$ cat config.mk
export PLATFORM = sky130hd
export DESIGN_NAME = mips_multicycle_control
export DESIGN_NICKNAME = d
export VERILOG_FILES = /design/src/rtl/mips_multicycle_control.sv
export SDC_FILE = /design/constraint.sdc
export NUM_CORES = 1
export LEC_CHECK = 0
export ABC_CLOCK_PERIOD_IN_PS = 5400
export CORE_UTILIZATION = 40
export CTS_BUF_LIST = sky130_fd_sc_hd__clkbuf_8
export DETAILED_ROUTE_END_ITERATION = 10
export PLACE_DENSITY = 0.71
export SKIP_CTS_REPAIR_TIMING = 1
export SLEW_MARGIN = 20
export SYNTH_ARGS = -nofsm -noshare
export SYNTH_HDL_FRONTEND = slang
export SYNTH_SLANG_ARGS = --single-unit
$ cat constraint.sdc
create_clock -name clk -period 5.4 [get_ports clk]
set_input_delay 1.62 -clock clk [delete_from_list [all_inputs] [get_ports clk]]
set_output_delay 1.62 -clock clk [all_outputs]
set_load 0.01 [all_outputs]
$ cat src/rtl/mips_multicycle_control.sv
// rtl/mips_multicycle_control.sv - main control FSM for the multicycle MIPS datapath
//
// Purpose:
//   Sequences each instruction through FETCH/DECODE/EXEC/MEM/WB cycles.
//   Drives the datapath mux selects and enables, and the ALUOp pair that
//   ALU control combines with Funct. Stalls on memory through mem_ready.
//
// Ports:
//   clk, rst_n          clock (rising edge), asynchronous active-low reset
//   opcode[5:0]         IR[31:26], stable from DECODE onward
//   mem_ready           memory access completes this cycle
//   pc_write            unconditional PC load
//   pc_write_cond       PC load if ALU zero (beq)
//   iord                0=PC addresses memory, 1=ALUOut
//   mem_read/mem_write  memory read / write request
//   ir_write            IR load
//   mem_to_reg          1=MDR to regfile, 0=ALUOut
//   reg_dst             1=rd, 0=rt write address
//   reg_write           regfile write enable
//   alu_src_a           0=PC, 1=A register
//   alu_src_b[1:0]      00=B, 01=4, 10=signext imm, 11=signext imm<<2
//   alu_op1/alu_op0     ALUOp to ALU control
//   pc_source[1:0]      00=ALU result, 01=ALUOut, 10=jump target
//   illegal_op          unrecognised opcode seen in DECODE
//   state[3:0]          current state code (debug)

module mips_multicycle_control #(
  parameter logic [5:0] OP_RTYPE = 6'h00,
  parameter logic [5:0] OP_LW    = 6'h23,
  parameter logic [5:0] OP_SW    = 6'h2B,
  parameter logic [5:0] OP_BEQ   = 6'h04,
  parameter logic [5:0] OP_J     = 6'h02
) (
  input  logic       clk,
  input  logic       rst_n,
  input  logic [5:0] opcode,
  input  logic       mem_ready,
  output logic       pc_write,
  output logic       pc_write_cond,
  output logic       iord,
  output logic       mem_read,
  output logic       mem_write,
  output logic       ir_write,
  output logic       mem_to_reg,
  output logic       reg_dst,
  output logic       reg_write,
  output logic       alu_src_a,
  output logic [1:0] alu_src_b,
  output logic       alu_op1,
  output logic       alu_op0,
  output logic [1:0] pc_source,
  output logic       illegal_op,
  output logic [3:0] state
);

  typedef enum logic [3:0] {
    S_FETCH  = 4'd0,
    S_DECODE = 4'd1,
    S_MEMADR = 4'd2,
    S_MEMRD  = 4'd3,
    S_MEMWB  = 4'd4,
    S_MEMWR  = 4'd5,
    S_EXEC   = 4'd6,
    S_ALUWB  = 4'd7,
    S_BRANCH = 4'd8,
    S_JUMP   = 4'd9
  } state_t;

  state_t     state_q, state_d, state_nxt;
  logic       run_q, run_d;
  logic       pc_write_q, pc_write_d;
  logic       pc_write_cond_q, pc_write_cond_d;
  logic       iord_q, iord_d;
  logic       mem_read_q, mem_read_d;
  logic       mem_write_q, mem_write_d;
  logic       mem_to_reg_q, mem_to_reg_d;
  logic       reg_dst_q, reg_dst_d;
  logic       reg_write_q, reg_write_d;
  logic       alu_src_a_q, alu_src_a_d;
  logic [1:0] alu_src_b_q, alu_src_b_d;
  logic [1:0] alu_op_q, alu_op_d;
  logic [1:0] pc_source_q, pc_source_d;

  logic       op_lw, op_sw, op_rtype, op_beq, op_j, op_legal;
  logic       fetch_grant;

  assign op_lw    = (opcode == OP_LW);
  assign op_sw    = (opcode == OP_SW);
  assign op_rtype = (opcode == OP_RTYPE);
  assign op_beq   = (opcode == OP_BEQ);
  assign op_j     = (opcode == OP_J);
  assign op_legal = op_lw | op_sw | op_rtype | op_beq | op_j;

  always_comb begin
    state_nxt = S_FETCH;
    case (state_q)
      S_FETCH:  state_nxt = mem_ready ? S_DECODE : S_FETCH;
      S_DECODE: begin
        if (op_lw || op_sw) state_nxt = S_MEMADR;
        else if (op_rtype)  state_nxt = S_EXEC;
        else if (op_beq)    state_nxt = S_BRANCH;
        else if (op_j)      state_nxt = S_JUMP;
        else                state_nxt = S_FETCH;
      end
      S_MEMADR: begin
        if (op_lw)      state_nxt = S_MEMRD;
        else if (op_sw) state_nxt = S_MEMWR;
        else            state_nxt = S_FETCH;
      end
      S_MEMRD:  state_nxt = mem_ready ? S_MEMWB : S_MEMRD;
      S_MEMWB:  state_nxt = S_FETCH;
      S_MEMWR:  state_nxt = mem_ready ? S_FETCH : S_MEMWR;
      S_EXEC:   state_nxt = S_ALUWB;
      S_ALUWB:  state_nxt = S_FETCH;
      S_BRANCH: state_nxt = S_FETCH;
      S_JUMP:   state_nxt = S_FETCH;
      default:  state_nxt = S_FETCH;
    endcase

    // The first clock after reset release only arms run_q; FETCH is held
    // so its outputs come up cleanly before the first access can complete.
    state_d = run_q ? state_nxt : S_FETCH;
    run_d   = 1'b1;

    // Moore outputs are decoded from the next state so the registered
    // copies line up with state_q.
    pc_write_d      = 1'b0;
    pc_write_cond_d = 1'b0;
    iord_d          = 1'b0;
    mem_read_d      = 1'b0;
    mem_write_d     = 1'b0;
    mem_to_reg_d    = 1'b0;
    reg_dst_d       = 1'b0;
    reg_write_d     = 1'b0;
    alu_src_a_d     = 1'b0;
    alu_src_b_d     = 2'b00;
    alu_op_d        = 2'b00;
    pc_source_d     = 2'b00;
    case (state_d)
      S_FETCH: begin
        mem_read_d  = 1'b1;
        alu_src_b_d = 2'b01;
      end
      S_DECODE: begin
        alu_src_b_d = 2'b11;
      end
      S_MEMADR: begin
        alu_src_a_d = 1'b1;
        alu_src_b_d = 2'b10;
      end
      S_MEMRD: begin
        mem_read_d = 1'b1;
        iord_d     = 1'b1;
      end
      S_MEMWB: begin
        reg_write_d  = 1'b1;
        mem_to_reg_d = 1'b1;
      end
      S_MEMWR: begin
        mem_write_d = 1'b1;
        iord_d      = 1'b1;
      end
      S_EXEC: begin
        alu_src_a_d = 1'b1;
        alu_op_d    = 2'b10;
      end
      S_ALUWB: begin
        reg_write_d = 1'b1;
        reg_dst_d   = 1'b1;
      end
      S_BRANCH: begin
        alu_src_a_d     = 1'b1;
        alu_op_d        = 2'b01;
        pc_write_cond_d = 1'b1;
        pc_source_d     = 2'b01;
      end
      S_JUMP: begin
        pc_write_d  = 1'b1;
        pc_source_d = 2'b10;
      end
      default: ;
    endcase
  end

  always_ff @(posedge clk or negedge rst_n) begin
    if (!rst_n) begin
      state_q         <= S_FETCH;
      run_q           <= 1'b0;
      pc_write_q      <= 1'b0;
      pc_write_cond_q <= 1'b0;
      iord_q          <= 1'b0;
      mem_read_q      <= 1'b0;
      mem_write_q     <= 1'b0;
      mem_to_reg_q    <= 1'b0;
      reg_dst_q       <= 1'b0;
      reg_write_q     <= 1'b0;
      alu_src_a_q     <= 1'b0;
      alu_src_b_q     <= 2'b00;
      alu_op_q        <= 2'b00;
      pc_source_q     <= 2'b00;
    end else begin
      state_q         <= state_d;
      run_q           <= run_d;
      pc_write_q      <= pc_write_d;
      pc_write_cond_q <= pc_write_cond_d;
      iord_q          <= iord_d;
      mem_read_q      <= mem_read_d;
      mem_write_q     <= mem_write_d;
      mem_to_reg_q    <= mem_to_reg_d;
      reg_dst_q       <= reg_dst_d;
      reg_write_q     <= reg_write_d;
      alu_src_a_q     <= alu_src_a_d;
      alu_src_b_q     <= alu_src_b_d;
      alu_op_q        <= alu_op_d;
      pc_source_q     <= pc_source_d;
    end
  end

  // IR load and PC+4 happen in the same FETCH cycle the memory delivers;
  // gating with run_q keeps them low during and right after reset.
  assign fetch_grant = run_q & (state_q == S_FETCH) & mem_ready;

  assign pc_write      = pc_write_q | fetch_grant;
  assign ir_write      = fetch_grant;
  assign pc_write_cond = pc_write_cond_q;
  assign iord          = iord_q;
  assign mem_read      = mem_read_q;
  assign mem_write     = mem_write_q;
  assign mem_to_reg    = mem_to_reg_q;
  assign reg_dst       = reg_dst_q;
  assign reg_write     = reg_write_q;
  assign alu_src_a     = alu_src_a_q;
  assign alu_src_b     = alu_src_b_q;
  assign alu_op1       = alu_op_q[1];
  assign alu_op0       = alu_op_q[0];
  assign pc_source     = pc_source_q;
  assign illegal_op    = (state_q == S_DECODE) & ~op_legal;
  assign state         = state_q;

endmodule

### The metal 3 layer, run 1

Scale: 10 px per micron. Cells faint in the background.
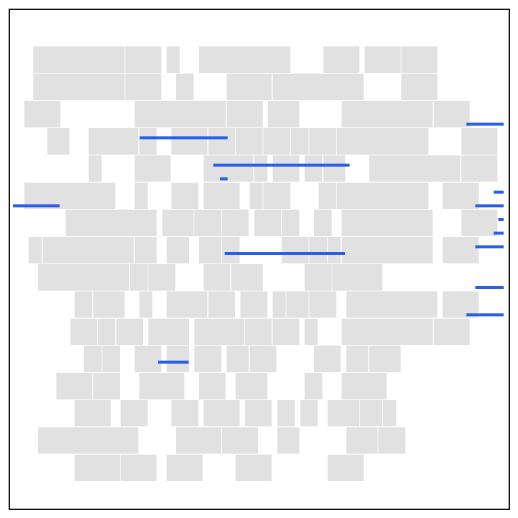
wire length on this layer	57.0 microns
longest straight run	13.3 microns
global-route met3 utilization: 0.04938
number of vias after detailed routing: 867
total wire length after detailed routing: 2.237 mm

### Placement density heat map, run 1

Scale: 8 px per micron. 10 x 10 tiles, from dark blue (low) to red (high), 0 to 100% covered.
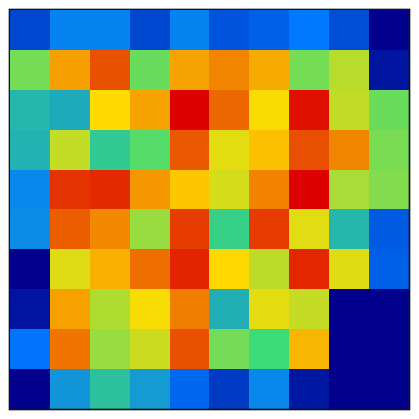
fullest tile	100%
nearly empty tiles	9.0%
tiles over 75% full	34%
densest ninth of the die	middle
Core Region: 2062 sq um
initial core utilization: 0.4442

### Port wiring, run 1

Scale: 6 px per micron.
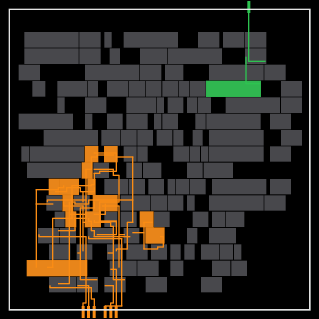
port	color	direction	edge	end cells	buffers	wire
mem_to_reg	green	output	top	1	1	17.8 microns
opcode	orange	input	bottom	13	12	325 microns

### Track usage over the die, run 1

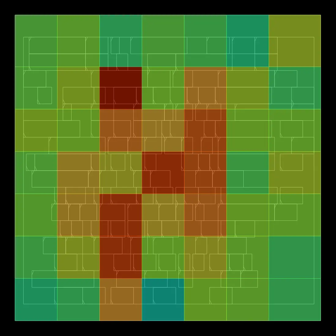
post-layout utilization of the core: 0.6766
routing usage on met1: 0.2594

==> ds_physical_params.txt, run 1 <==
Physical design parameters

Parameter                              Value

Job
  Number of max-cap violations .................. 0

Drt
  DR vias/cell .................. 5.385
  Remaining antenna violation count after routing .................. 0

Logic synthesis
  Number of instances in the synthesized netlist .................. 88
  Netlist area before placement .................. 915.9 sq um
  Area leader, netlist .................. dfrtp_1
  Distinct cells, synth .................. 37
  Adder-cell share of the synthesized area .................. 0
  Average cell area after synthesis .................. 10.41 sq um
  Area fraction in mux cells .................. 0
  Most instantiated cells after synthesis .................. dfrtp_1, a21oi_1, nand2_1, nor3_1, nor4_1

Outcome
  Status .................. finished, final reports clean

Hold path
  Path class of the lowest-slack min-delay path .................. reg2reg

Power
  Sw power .................. 58.14 uW
  Reported leakage power .................. 0.6700 nW
  Largest power group .................. registers

Place
  Instance count after placement with tap cells included .................. 157
  Input/output buffers .................. 29
  DPL Wire Length .................. 1.630 mm

Setup path
  Crit path kind .................. in2out
  Required time of the critical path .................. 3.78 ns
  Series of cell instances along the critical path .................. clkdlybuf4s50_1 -> or4_4 -> or2_0 -> or4_4 -> and2_4 -> a41o_1 -> clkbuf_2
  CP Launch Point .................. opcode[5]
  Data arrival time of the critical path .................. 3.72 ns
  Crit path max fanout .................. 2
  Cell family with the largest share of critical-path delay .................. simple AND/OR/NAND/NOR gates

CTS
  Cell at the root of the clock tree .................. clkbuf_8
  Clock transition at the register clock pins on the worst setup and hold paths after CTS .................. 0.06 ns
  Max clock buf depth .................. 2

Global route
  Grt total ovfl .................. 0
  Total GRT Usage .................. 0.2013
  First-pass GRT wire length .................. 3.795 mm

Timing
  Final tally of max-slew violations .................. 0
  Worst-case hold slack .................. 0.7062 ns
  Worst Tran Pin Value .................. 0.7233 ns

Final layout
  Final Non-Filler Cells .................. 161
  Diodes inserted .................. 0
  Area taken by multi-input logic gates .................. 434.2 sq um

Floorplanning
  Boundary pin count .................. 30
  Width of the die .................. 49.85 microns
==> run 2: changes to the inputs <==
CTS_BUF_LIST = default   (was sky130_fd_sc_hd__clkbuf_8)
### Port wiring, run 2

Scale: 6 px per micron.
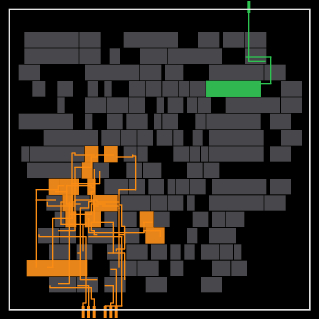
port	color	direction	edge	end cells	buffers	wire
opcode	orange	input	bottom	13	12	314 microns
mem_to_reg	green	output	top	1	1	21.5 microns
boundary pin count: 30
input/output buffers: 29

==> run 2 against run 1 <==
  * Fmax down 0.22%
  * Combinational power hardly changed
  * Sequential cell count stayed put
  * Critical path depth unchanged
  * Synthesized cell count unchanged
  * Sequential power about the same
  * Clock skew rose by 0.0045 ns
  * Design area fell by 1.3%
  * Total power fell by 9.4%
  * Global-route usage shrank 0.066 points
  * Via count decreased by 1.5%
==> ds_physical_params.txt, run 2 <==
Physical design parameters

Parameter                              Value

Logic synthesis
  Average cell area after synthesis .................. 10.41 sq um
  Async S/R FF share, synth .................. 1.000
  Area fraction in mux cells .................. 0
  Area leader, netlist .................. dfrtp_1
  Netlist area before placement .................. 915.9 sq um
  Most instantiated cells after synthesis .................. dfrtp_1, a21oi_1, nand2_1, nor3_1, nor4_1
  Distinct cells, synth .................. 37
  Adder-cell share of the synthesized area .................. 0
  Number of instances in the synthesized netlist .................. 88

Setup path
  CP Launch Point .................. opcode[5]
  Crit path kind .................. in2out
  Cell family with the largest share of critical-path delay .................. simple AND/OR/NAND/NOR gates
  Crit path max fanout .................. 2
  Data arrival time of the critical path .................. 3.73 ns
  Series of cell instances along the critical path .................. clkdlybuf4s50_1 -> or4_4 -> or2_0 -> or4_4 -> and2_4 -> a41o_1 -> buf_2
  Required time of the critical path .................. 3.78 ns

Final layout
  Area taken by multi-input logic gates .................. 434.2 sq um
  Top Layout Cells .................. clkdlybuf4s50_1, buf_4, dfrtp_1
  Post-layout utilization of the core .................. 0.6675
  Diodes inserted .................. 0

Global route
  Routing usage on met1 .................. 0.2475
  Global-route met3 utilization .................. 0.04938
  Grt total ovfl .................. 0

Drt
  DR vias/cell .................. 5.304
  Remaining antenna violation count after routing .................. 0
  Total wire length after detailed routing .................. 2.204 mm
  Number of vias after detailed routing .................. 854

CTS
  Clock transition at the register clock pins on the worst setup and hold paths after CTS .................. 0.09 ns
  Max clock buf depth .................. 2
  Cell at the root of the clock tree .................. clkbuf_4

Power
  Largest power group .................. registers
  Sw power .................. 55.72 uW
  Share of power burned in the clock network .................. 0.270
  Reported leakage power .................. 0.6586 nW

Timing
  Final tally of max-slew violations .................. 0
  Worst Tran Pin Value .................. 0.6959 ns
  # setup viols final .................. 0

Outcome
  Status .................. finished, final reports clean

Job
  Number of max-cap violations .................. 0

Place
  DPL Wire Length .................. 1.630 mm
  Instance count after placement with tap cells included .................. 157

Floorplanning
  Initial core utilization .................. 0.4442
  Width of the die .................. 49.85 microns
  Core Region .................. 2062 sq um

Hold path
  Path class of the lowest-slack min-delay path .................. reg2reg
==> run 3: changes to the inputs <==
==> constraint.sdc (replaced) <==
create_clock -name clk -period 5.4 [get_ports clk]
set_input_delay 0.81 -clock clk [delete_from_list [all_inputs] [get_ports clk]]
set_output_delay 0.81 -clock clk [all_outputs]
set_load 0.01 [all_outputs]
==> run 3 against run 2 <==
  * Setup slack better by 1.1 ns
  * Via count fell by 12%
  * First-iteration DRC count shrank 19%
  * Total power down 2.5%
  * Sequential power about the same
  * Largest cell class is now logic gates
  * Count of clock-buffer cells in the layout down 1
  * Final cell count decreased by 12%
  * Sequential share of layout area grew 3.9 points
  * Critical endpoint unchanged
  * Area after synthesis did not move
==> ds_physical_params.txt, run 3 <==
Physical design parameters

Parameter                              Value

Logic synthesis
  Most instantiated cells after synthesis .................. dfrtp_1, a21oi_1, nand2_1, nor3_1, nor4_1
  Number of instances in the synthesized netlist .................. 88
  Netlist area before placement .................. 915.9 sq um
  Async S/R FF share, synth .................. 1.000
  Distinct cells, synth .................. 37
  Area leader, netlist .................. dfrtp_1
  Adder-cell share of the synthesized area .................. 0

Drt
  DR vias/cell .................. 5.333
  Remaining antenna violation count after routing .................. 0
  Total wire length after detailed routing .................. 1.843 mm

Floorplanning
  Core Region .................. 2062 sq um
  Width of the die .................. 49.85 microns
  Boundary pin count .................. 30
  Initial core utilization .................. 0.4442

Setup path
  Data arrival time of the critical path .................. 3.46 ns
  Crit path max fanout .................. 5
  Cell family with the largest share of critical-path delay .................. simple AND/OR/NAND/NOR gates
  CP Launch Point .................. opcode[4]
  Series of cell instances along the critical path .................. clkdlybuf4s50_1 -> or4_4 -> or2_0 -> or4_4 -> and2_4 -> a41o_1 -> clkdlybuf4s50_1

Final layout
  Final Non-Filler Cells .................. 141
  Diodes inserted .................. 0
  Top Layout Cells .................. clkdlybuf4s50_1, dfrtp_1, a21oi_1
  Area taken by multi-input logic gates .................. 434.2 sq um

Global route
  First-pass GRT wire length .................. 3.174 mm
  Total GRT Usage .................. 0.1733
  Grt total ovfl .................. 0

Timing
  Worst-case hold slack .................. 0.6970 ns
  # setup viols final .................. 0

CTS
  Max clock buf depth .................. 2
  Cell at the root of the clock tree .................. clkbuf_4

Power
  Largest power group .................. registers
  Share of power burned in the clock network .................. 0.280

Hold path
  Path class of the lowest-slack min-delay path .................. reg2reg

Place
  Instance count after placement with tap cells included .................. 137
  Input/output buffers .................. 29
  DPL Wire Length .................. 1.386 mm

Outcome
  Status .................. finished, final reports clean

Job
  Number of max-cap violations .................. 0
### Track usage over the die, run 3

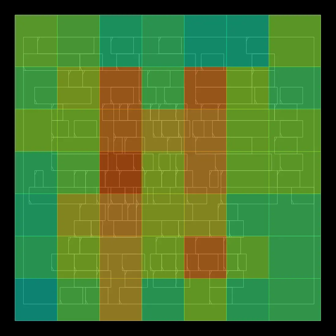
post-layout utilization of the core: 0.5928
global-route met3 utilization: 0.05556
routing usage on met1: 0.2247


## Gallery

Clock distribution.
Scale: 8 px per micron.
picture 1
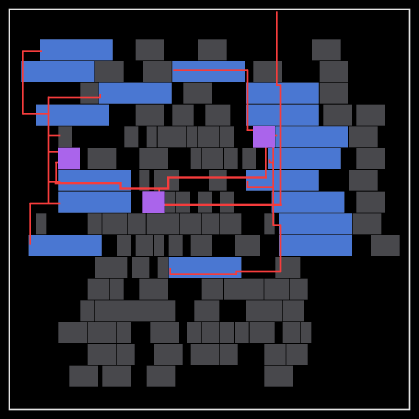
picture 2
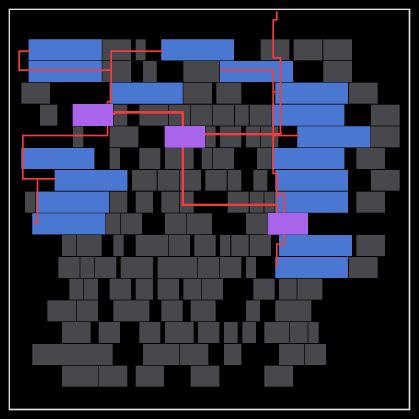
picture 1 -> run 3
picture 2 -> run 1

Key to picture 2:
[flip-flops] blue | count: 17
[clock wires] red | length: 173 microns
[cells driving clock nets] purple | count: 3
routed clock nets	4

No activity file was given, so power comes from the tool's default toggle rates.
